Ports around the boundary:
Pins as bars across the die edge, other pins in gray.
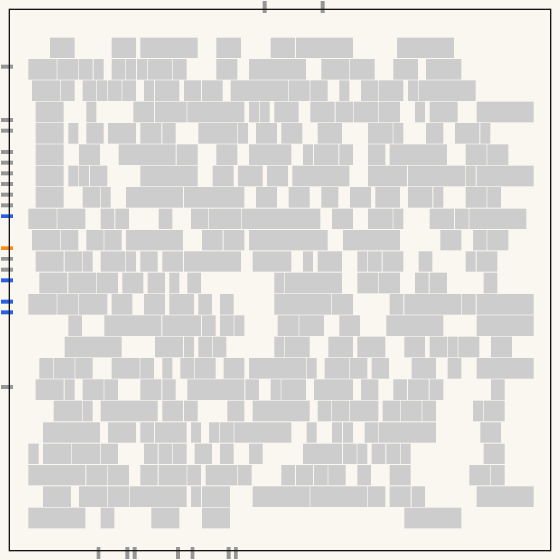
Clock network drawn from the DEF:
The bar under the picture is 20 µm long.
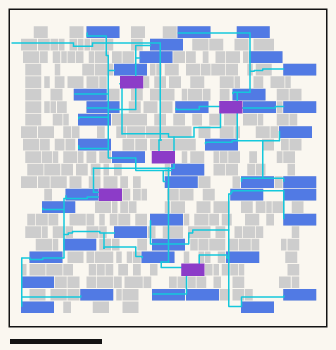
==> src/rtl/microwave_pkg.sv <==
// Shared microwave-controller types and constants.
//   bcd_t           : one BCD digit (0-9 in 4 bits)
//   bcd_time_t      : MM:SS as four BCD digits, min_tens in the MSBs
//   BCD_NINE        : largest legal BCD digit, reload value on a borrow
//   SEC_TENS_RELOAD : sec_tens reload on a borrow (59 -> 00 roll)
package microwave_pkg;
  typedef logic [3:0] bcd_t;

  localparam bcd_t BCD_NINE        = 4'd9;
  localparam bcd_t SEC_TENS_RELOAD = 4'd5;

  typedef struct packed {
    bcd_t min_tens;
    bcd_t min_ones;
    bcd_t sec_tens;
    bcd_t sec_ones;
  } bcd_time_t;
endpackage

==> src/rtl/cook_timer_if.sv <==
// Keypad / control / display bundle of the cook timer.
//   master : keypad + magnetron side (drives clearn, digit_valid, digit,
//            magnetron_on; reads the four BCD digits, timer_done, beep)
//   slave  : the cook_timer itself
// beep exists only when COOK_TIMER_BEEP_EN is defined.
interface cook_timer_if;
  import microwave_pkg::*;

  logic clearn;
  logic digit_valid;
  bcd_t digit;
  logic magnetron_on;
  bcd_t min_tens, min_ones, sec_tens, sec_ones;
  logic timer_done;
`ifdef COOK_TIMER_BEEP_EN
  logic beep;

  modport master (output clearn, digit_valid, digit, magnetron_on,
                  input  min_tens, min_ones, sec_tens, sec_ones, timer_done, beep);
  modport slave  (input  clearn, digit_valid, digit, magnetron_on,
                  output min_tens, min_ones, sec_tens, sec_ones, timer_done, beep);
`else
  modport master (output clearn, digit_valid, digit, magnetron_on,
                  input  min_tens, min_ones, sec_tens, sec_ones, timer_done);
  modport slave  (input  clearn, digit_valid, digit, magnetron_on,
                  output min_tens, min_ones, sec_tens, sec_ones, timer_done);
`endif
endinterface

==> src/rtl/cook_timer_bcd_down_digit.sv <==
// One BCD digit of the countdown chain.
//   clk, rst   : clock, synchronous active-high reset
//   clr        : zero the digit (beats dec and load)
//   load       : take load_val (keypad shift)
//   dec        : decrement; at 0 reload with reload_val and borrow
//   q          : current digit
//   borrow_out : dec & (q == 0), feeds the next-higher digit's dec
module bcd_down_digit
  import microwave_pkg::*;
(
  input  logic clk,
  input  logic rst,
  input  logic clr,
  input  logic load,
  input  bcd_t load_val,
  input  logic dec,
  input  bcd_t reload_val,
  output bcd_t q,
  output logic borrow_out
);
  bcd_t q_q, q_d;

  always_comb begin
    q_d = q_q;
    if (clr)       q_d = '0;
    else if (dec)  q_d = (q_q == '0) ? reload_val : q_q - 4'd1;
    else if (load) q_d = load_val;
  end

  always_ff @(posedge clk) begin
    if (rst) q_q <= '0;
    else     q_q <= q_d;
  end

  assign q          = q_q;
  assign borrow_out = dec & (q_q == '0);
endmodule

==> src/rtl/cook_timer.sv <==
// Microwave cook timer: MM:SS BCD entry from the keypad, one-second
// countdown while the magnetron runs, timer_done = time is 00:00.
//   clk, rst : clock, synchronous active-high reset
//   bus      : cook_timer_if.slave (keypad, magnetron_on, display digits,
//              timer_done, optional beep)
// Parameters: CLK_HZ (cycles per second, >= 2), BEEP_SECS (beep length).
// Macro COOK_TIMER_BEEP_EN adds the expiry beeper and its seconds counter.
module cook_timer
  import microwave_pkg::*;
#(
  parameter int CLK_HZ    = 50_000_000,
  parameter int BEEP_SECS = 3
) (
  input logic        clk,
  input logic        rst,
  cook_timer_if.slave bus
);
  localparam int               CNT_W    = $clog2(CLK_HZ);
  localparam logic [CNT_W-1:0] CNT_LAST = CNT_W'(CLK_HZ - 1);

  logic             clr, load, timer_done, run_cd, run, wrap, tick, kill_cnt;
  logic [3:0]       dec, borrow;
  logic             unused_borrow;
  bcd_t [3:0]       dig_q, ld_val, rl_val;  // [0] = sec_ones .. [3] = min_tens
  bcd_time_t        now_t;
  logic [CNT_W-1:0] cnt_q, cnt_d;

  assign clr  = ~bus.clearn;
  // Entry only while stopped; out-of-range keys are dropped.
  assign load = ~bus.magnetron_on & bus.digit_valid & (bus.digit <= BCD_NINE);

  assign now_t      = dig_q;
  assign timer_done = (now_t == '0);
  // Countdown runs only with time left, so there is never a tick at 00:00.
  assign run_cd     = bus.magnetron_on & ~timer_done;
  assign wrap       = (cnt_q == CNT_LAST);
  assign tick       = run_cd & wrap;

  // Borrow chain, sec_ones first; sec_tens rolls to 5, the rest to 9.
  assign dec    = {borrow[2:0], tick};
  assign ld_val = {dig_q[2:0], bus.digit};
  assign rl_val = {BCD_NINE, BCD_NINE, SEC_TENS_RELOAD, BCD_NINE};
  assign unused_borrow = borrow[3];

  for (genvar i = 0; i < 4; i++) begin : g_dig
    bcd_down_digit u_dig (
      .clk        (clk),
      .rst        (rst),
      .clr        (clr),
      .load       (load),
      .load_val   (ld_val[i]),
      .dec        (dec[i]),
      .reload_val (rl_val[i]),
      .q          (dig_q[i]),
      .borrow_out (borrow[i])
    );
  end

`ifdef COOK_TIMER_BEEP_EN
  localparam int SECS_W = (BEEP_SECS > 1) ? $clog2(BEEP_SECS) : 1;

  logic              beep_q, beep_d, expire, beep_last;
  logic [SECS_W-1:0] secs_q, secs_d;

  // The last decrement lands on 00:00 exactly when the time is 00:01.
  assign expire    = tick & (dig_q == 16'h0001);
  assign beep_last = beep_q & wrap & (secs_q == SECS_W'(BEEP_SECS - 1));

  always_comb begin
    beep_d = beep_q;
    secs_d = secs_q;
    if (clr || load) begin
      beep_d = 1'b0;
      secs_d = '0;
    end else if (expire) begin
      beep_d = 1'b1;
      secs_d = '0;
    end else if (beep_last) begin
      beep_d = 1'b0;
      secs_d = '0;
    end else if (beep_q && wrap) begin
      secs_d = secs_q + 1'b1;
    end
  end

  always_ff @(posedge clk) begin
    if (rst) begin
      beep_q <= 1'b0;
      secs_q <= '0;
    end else begin
      beep_q <= beep_d;
      secs_q <= secs_d;
    end
  end

  // The prescaler free-runs to time the beep; a key that cancels the beep
  // also drops the partial second so the next cook starts on a full one.
  assign run      = run_cd | beep_q;
  assign kill_cnt = load & beep_q;
  assign bus.beep = beep_q;
`else
  assign run      = run_cd;
  assign kill_cnt = 1'b0;
`endif

  // Prescaler holds while stopped, so pause/resume keeps the partial second.
  always_comb begin
    cnt_d = cnt_q;
    if (clr || kill_cnt) cnt_d = '0;
    else if (run)        cnt_d = wrap ? '0 : cnt_q + 1'b1;
  end

  always_ff @(posedge clk) begin
    if (rst) cnt_q <= '0;
    else     cnt_q <= cnt_d;
  end

  assign bus.min_tens   = now_t.min_tens;
  assign bus.min_ones   = now_t.min_ones;
  assign bus.sec_tens   = now_t.sec_tens;
  assign bus.sec_ones   = now_t.sec_ones;
  assign bus.timer_done = timer_done;
endmodule

==> src/flat_wrapper.sv <==
// flat-port wrapper written by rule: the top's interface ports become plain ports
module cook_timer_flat import microwave_pkg::*;
#(
  parameter int CLK_HZ    = 50_000_000,
  parameter int BEEP_SECS = 3
)
  (clk, rst, bus_clearn, bus_digit_valid, bus_digit, bus_magnetron_on, bus_min_tens, bus_min_ones, bus_sec_tens, bus_sec_ones, bus_timer_done);
  cook_timer_if bus_i ();
  input logic clk;
  input logic rst;
  input wire logic [$bits(bus_i.clearn)-1:0] bus_clearn;
  input wire logic [$bits(bus_i.digit_valid)-1:0] bus_digit_valid;
  input wire logic [$bits(bus_i.digit)-1:0] bus_digit;
  input wire logic [$bits(bus_i.magnetron_on)-1:0] bus_magnetron_on;
  output wire logic [$bits(bus_i.min_tens)-1:0] bus_min_tens;
  output wire logic [$bits(bus_i.min_ones)-1:0] bus_min_ones;
  output wire logic [$bits(bus_i.sec_tens)-1:0] bus_sec_tens;
  output wire logic [$bits(bus_i.sec_ones)-1:0] bus_sec_ones;
  output wire logic [$bits(bus_i.timer_done)-1:0] bus_timer_done;
  assign bus_i.clearn = bus_clearn;
  assign bus_i.digit_valid = bus_digit_valid;
  assign bus_i.digit = bus_digit;
  assign bus_i.magnetron_on = bus_magnetron_on;
  assign bus_min_tens = bus_i.min_tens;
  assign bus_min_ones = bus_i.min_ones;
  assign bus_sec_tens = bus_i.sec_tens;
  assign bus_sec_ones = bus_i.sec_ones;
  assign bus_timer_done = bus_i.timer_done;
  cook_timer #(.CLK_HZ(CLK_HZ), .BEEP_SECS(BEEP_SECS)) u_core (.clk(clk), .rst(rst), .bus(bus_i));
endmodule
==> config.mk <==
export PLATFORM = sky130hd
export DESIGN_NAME = cook_timer_flat
export DESIGN_NICKNAME = d
export VERILOG_FILES = /design/src/rtl/microwave_pkg.sv /design/src/rtl/cook_timer_if.sv /design/src/rtl/cook_timer_bcd_down_digit.sv /design/src/rtl/cook_timer.sv /design/src/flat_wrapper.sv
export SDC_FILE = /design/constraint.sdc
export NUM_CORES = 1
export LEC_CHECK = 0
export CAP_MARGIN = 20
export CORE_MARGIN = 2
export CORE_UTILIZATION = 58
export CTS_BUF_LIST = sky130_fd_sc_hd__clkbuf_2 sky130_fd_sc_hd__clkbuf_4 sky130_fd_sc_hd__clkbuf_8
export DETAILED_ROUTE_END_ITERATION = 6
export HOLD_SLACK_MARGIN = 0.05
export PLACE_DENSITY = 0.8
export SYNTH_ARGS = -nofsm -noshare
export SYNTH_HDL_FRONTEND = slang
export SYNTH_SLANG_ARGS = --single-unit
==> constraint.sdc <==
create_clock -name clk -period 3.24 [get_ports clk]
set_input_delay 0.81 -clock clk [delete_from_list [all_inputs] [get_ports clk]]
set_output_delay 0.81 -clock clk [all_outputs]
set_load 0.02 [all_outputs]
==> impl_metrics.env <==
# physical design summary
export IMPL_outcome="complete, no violations"
export IMPL_fp_utilization_pct=60.3
export IMPL_max_slew_margin_pct=52.0
export IMPL_fmax_ghz=0.321
export IMPL_p_leak_nw=0.937
export IMPL_core_area_um2=4030
export IMPL_synthTopCellsByArea="dfxtp_1 35%, a211oi_1 4.6%, nor3_1 3.9%"
export IMPL_logic_area_um2=1470
export IMPL_critPathRequiredTime_ns=2.43
export IMPL_tool_warnings=26
export IMPL_crit_arrival_ns=2.31
export IMPL_total_power_mw=0.991
export IMPL_synth_cell_area_um2=2430
export IMPL_ys_cells=293
export IMPL_yosysUniqueCellTypes=51
export IMPL_p_comb_share_pct=10.3
export IMPL_p_clk_share_pct=37.0
export IMPL_via_per_inst=6.43
export IMPL_critPathCaptureType="primary output"
export IMPL_dieArea_um2=4730
export IMPL_async_flop_share_pct=0
export IMPL_cp_start_kind="flop"
export IMPL_htreeDepth=2
export IMPL_first_global_vias=2000
export IMPL_final_hold_violation_count=0
export IMPL_worstPathCellList="or4_4, or4_2, nor2_1, dlygate4sd2_1"
export IMPL_power_share_switching_pct=25.1
export IMPL_slowest_stage="or4_2"
export IMPL_vias=2371
export IMPL_grt_max_degree=26
export IMPL_antenna_found_initial=0
export IMPL_hold_path_class="reg -> reg"
export IMPL_peakVddDrop_uv=226
export IMPL_die_x_um=68.7
export IMPL_final_max_slew_viol_count=0
export IMPL_top_area_cell="dfxtp_1"
export IMPL_drt_iter0_drc=161
export IMPL_fp_nets=303
export IMPL_io_pins=26
export IMPL_drive_gt1_share_pct=10.3
export IMPL_cap_violations=0
export IMPL_crit_type="reg -> out"
export IMPL_place_inst=361
export IMPL_nNetsFinal=328
export IMPL_cts_setup_buffers=0
export IMPL_seqCellArea_um2=841
export IMPL_drc=0
export IMPL_placed_area_um2=2760
export IMPL_cts_tree="yes"
export IMPL_antenna_cells_inserted=0
export IMPL_first_pass_iters=5
export IMPL_powerDensity_nw_per_um2=348
export IMPL_instances_no_fill=369
export IMPL_ys_area_um2=2430
export IMPL_period_minus_slack_ns=3.12
export IMPL_final_cell_area_um2=2850
export IMPL_antenna_left=0
export IMPL_cp_num_buf_inv=1
export IMPL_ys_seq_share_pct=34.6
export IMPL_clockBufferDepth=2
export IMPL_syn_avg_cell_area_um2=8.30
export IMPL_nFillCells=329
export IMPL_edf_count=0
export IMPL_fin_util_pct=70.7
export IMPL_cts_sinks=42
export IMPL_gr_total_overflow=0
export IMPL_cts_resized_gates=1
export IMPL_track_usage_pct=26.0
export IMPL_sequentialPowerShare_pct=52.7
export IMPL_path_clk_slew_ns=0.08
export IMPL_path_max_fanout=5
export IMPL_totalWireLength_mm=5.74
export IMPL_place_congestion=0.796
export IMPL_cts_inserted_buffers=5
export IMPL_setup_viol=0
export IMPL_power_switching_mw=0.249
export IMPL_fin_setup_tns_ns=0
export IMPL_synth_cells=293
export IMPL_routedWlPerCell_um=15.6
export IMPL_intPower_mw=0.742
export IMPL_grt_pass1_wl_mm=9.28
export IMPL_critical_path_max_stage_delay_ns=0.64
export IMPL_yosys_warnings=0
export IMPL_io_buffers=25
export IMPL_flop_cell="dfxtp_1"
export IMPL_ys_flops=42
export IMPL_place_hpwl_mm=3.87
export IMPL_syn_to_final_growth_pct=17.2
## Picture notes: 'ports around the boundary'
color	port	pins	direction	edge
orange	rst	1	input	west
blue	bus_sec_tens	4	output	west

## Picture notes: 'clock network drawn from the DEF'
[purple] cells driving clock nets | count: 5
[cyan] clock wires | length: 575 µm
[blue] flip-flops | count: 42
flops lie	spread over the die
routed clock nets	6
worst skew pair latency: 0.30 ns
Clock Skew: 0.00462 ns

## synth_stat cells (2+ instances only)
master     count
a2111oi_4      2
a211oi_1      15
a21o_1         2
a21oi_1       16
a31oi_1        2
and2_1         5
and3_1         4
and3b_1        2
and4_1         5
and4b_2        2
buf_2          6
clkbuf_1      13
dfxtp_1       42
inv_1          8
nand2_1       16
nand2b_1       2
nand3_1       10
nand3b_1       2
nand4_1        6
nor2_1        24
nor3_1        19
nor4_1         2
nor4bb_1       2
o2111ai_1      3
o211a_1        2
o211ai_1       2
o21ai_0       15
o311a_1        2
o31ai_1        9
or3_1         10
or4_1         12
or4_4          2
xnor2_1        6
xor2_1         6
## flip-flops by register name, summed over array words and instances (netlist names)
| register | cells |
|---|---|
| u_core.g_dig.u_dig.q | 16 |
| u_core.cnt_q | 26 |
## metrics by stage
| step | worst slack [ns] | hold slack (ns) |
|---|---|---|
| floorplan | 0.344 | 0.448 |
| global placement | 0.188 | 0.464 |
| detailed placement | 0.155 | 0.490 |
| CTS | 0.104 | 0.499 |
| global route | 0.00775 | 0.540 |
| finish | 0.123 | 0.494 |
## path summary, 6_finish.rpt
kind                                    from                          to  cells after the start
setup / recovery  u_core.g_dig[0].u_dig.q[0]              bus_timer_done                      4
setup reg to reg  u_core.g_dig[2].u_dig.q[0]  u_core.g_dig[3].u_dig.q[0]                      6
hold / removal              u_core.cnt_q[25]            u_core.cnt_q[25]                      2
hold reg to reg             u_core.cnt_q[25]            u_core.cnt_q[25]                      2
## power by group through the flow
stage	clock (mW)	combinational, mW	sequential, mW
after floorplan	0	0.0634	0.538
after detailed placement	0	0.102	0.535
after global routing	0.392	0.111	0.524
final	0.367	0.102	0.523
after CTS	0.370	0.101	0.523
after global placement	0	0.101	0.535
## area by class of cell
class	count	share of cell area, %
repair buffers	38	12.2
clock inverters	1	0.176
clock buffers	7	3.16
multi-input cells	223	51.7
well taps	50	2.20
inverters	8	1.05
flip-flops and latches	42	29.5
## layout by cell type (no fill, tap or decap), drive strengths merged, types with 10 or more instances in the layout
| cell | netlist | layout |
|---|---|---|
| dfxtp | 42 | 42 |
| or4 | 15 | 15 |
| buf | 7 | 13 |
| a21oi | 16 | 16 |
| a211oi | 15 | 15 |
| nand2 | 16 | 16 |
| nor2 | 24 | 24 |
| or3 | 11 | 11 |
| o21ai | 16 | 16 |
| nor3 | 19 | 19 |
| nand3 | 10 | 10 |
| clkdlybuf4s50 | 0 | 24 |
## tightest hold or removal path: stages, from the launching register on
cell and delay (ns):
dfxtp_1 0.33, o31ai_1 0.06, a21oi_1 0.05
## cell families after synthesis
| family | Yosys count | synth area share [%] |
|---|---|---|
| AND-OR/OR-AND | 77 | 23.3 |
| XOR/XNOR | 12 | 4.32 |
| adder cells (fa/ha/maj) | 1 | 0.515 |
| buffers and inverters | 28 | 4.79 |
| flip-flops | 42 | 34.6 |
| multiplexers | 1 | 0.412 |
| AND/OR/NAND/NOR | 132 | 32.1 |
## routing by layer
metal | routed length [µm] | global-route usage, % | up-vias
met5 | 0 | 0 | -
met4 | 71 | 8.82 | 0
met3 | 288 | 5.84 | 8
met2 | 2760 | 41.7 | 71
met1 | 2620 | 34.4 | 1117
li1 | - | - | 1175
Power figures rest on the tool's default switching activity, not on a simulated workload.
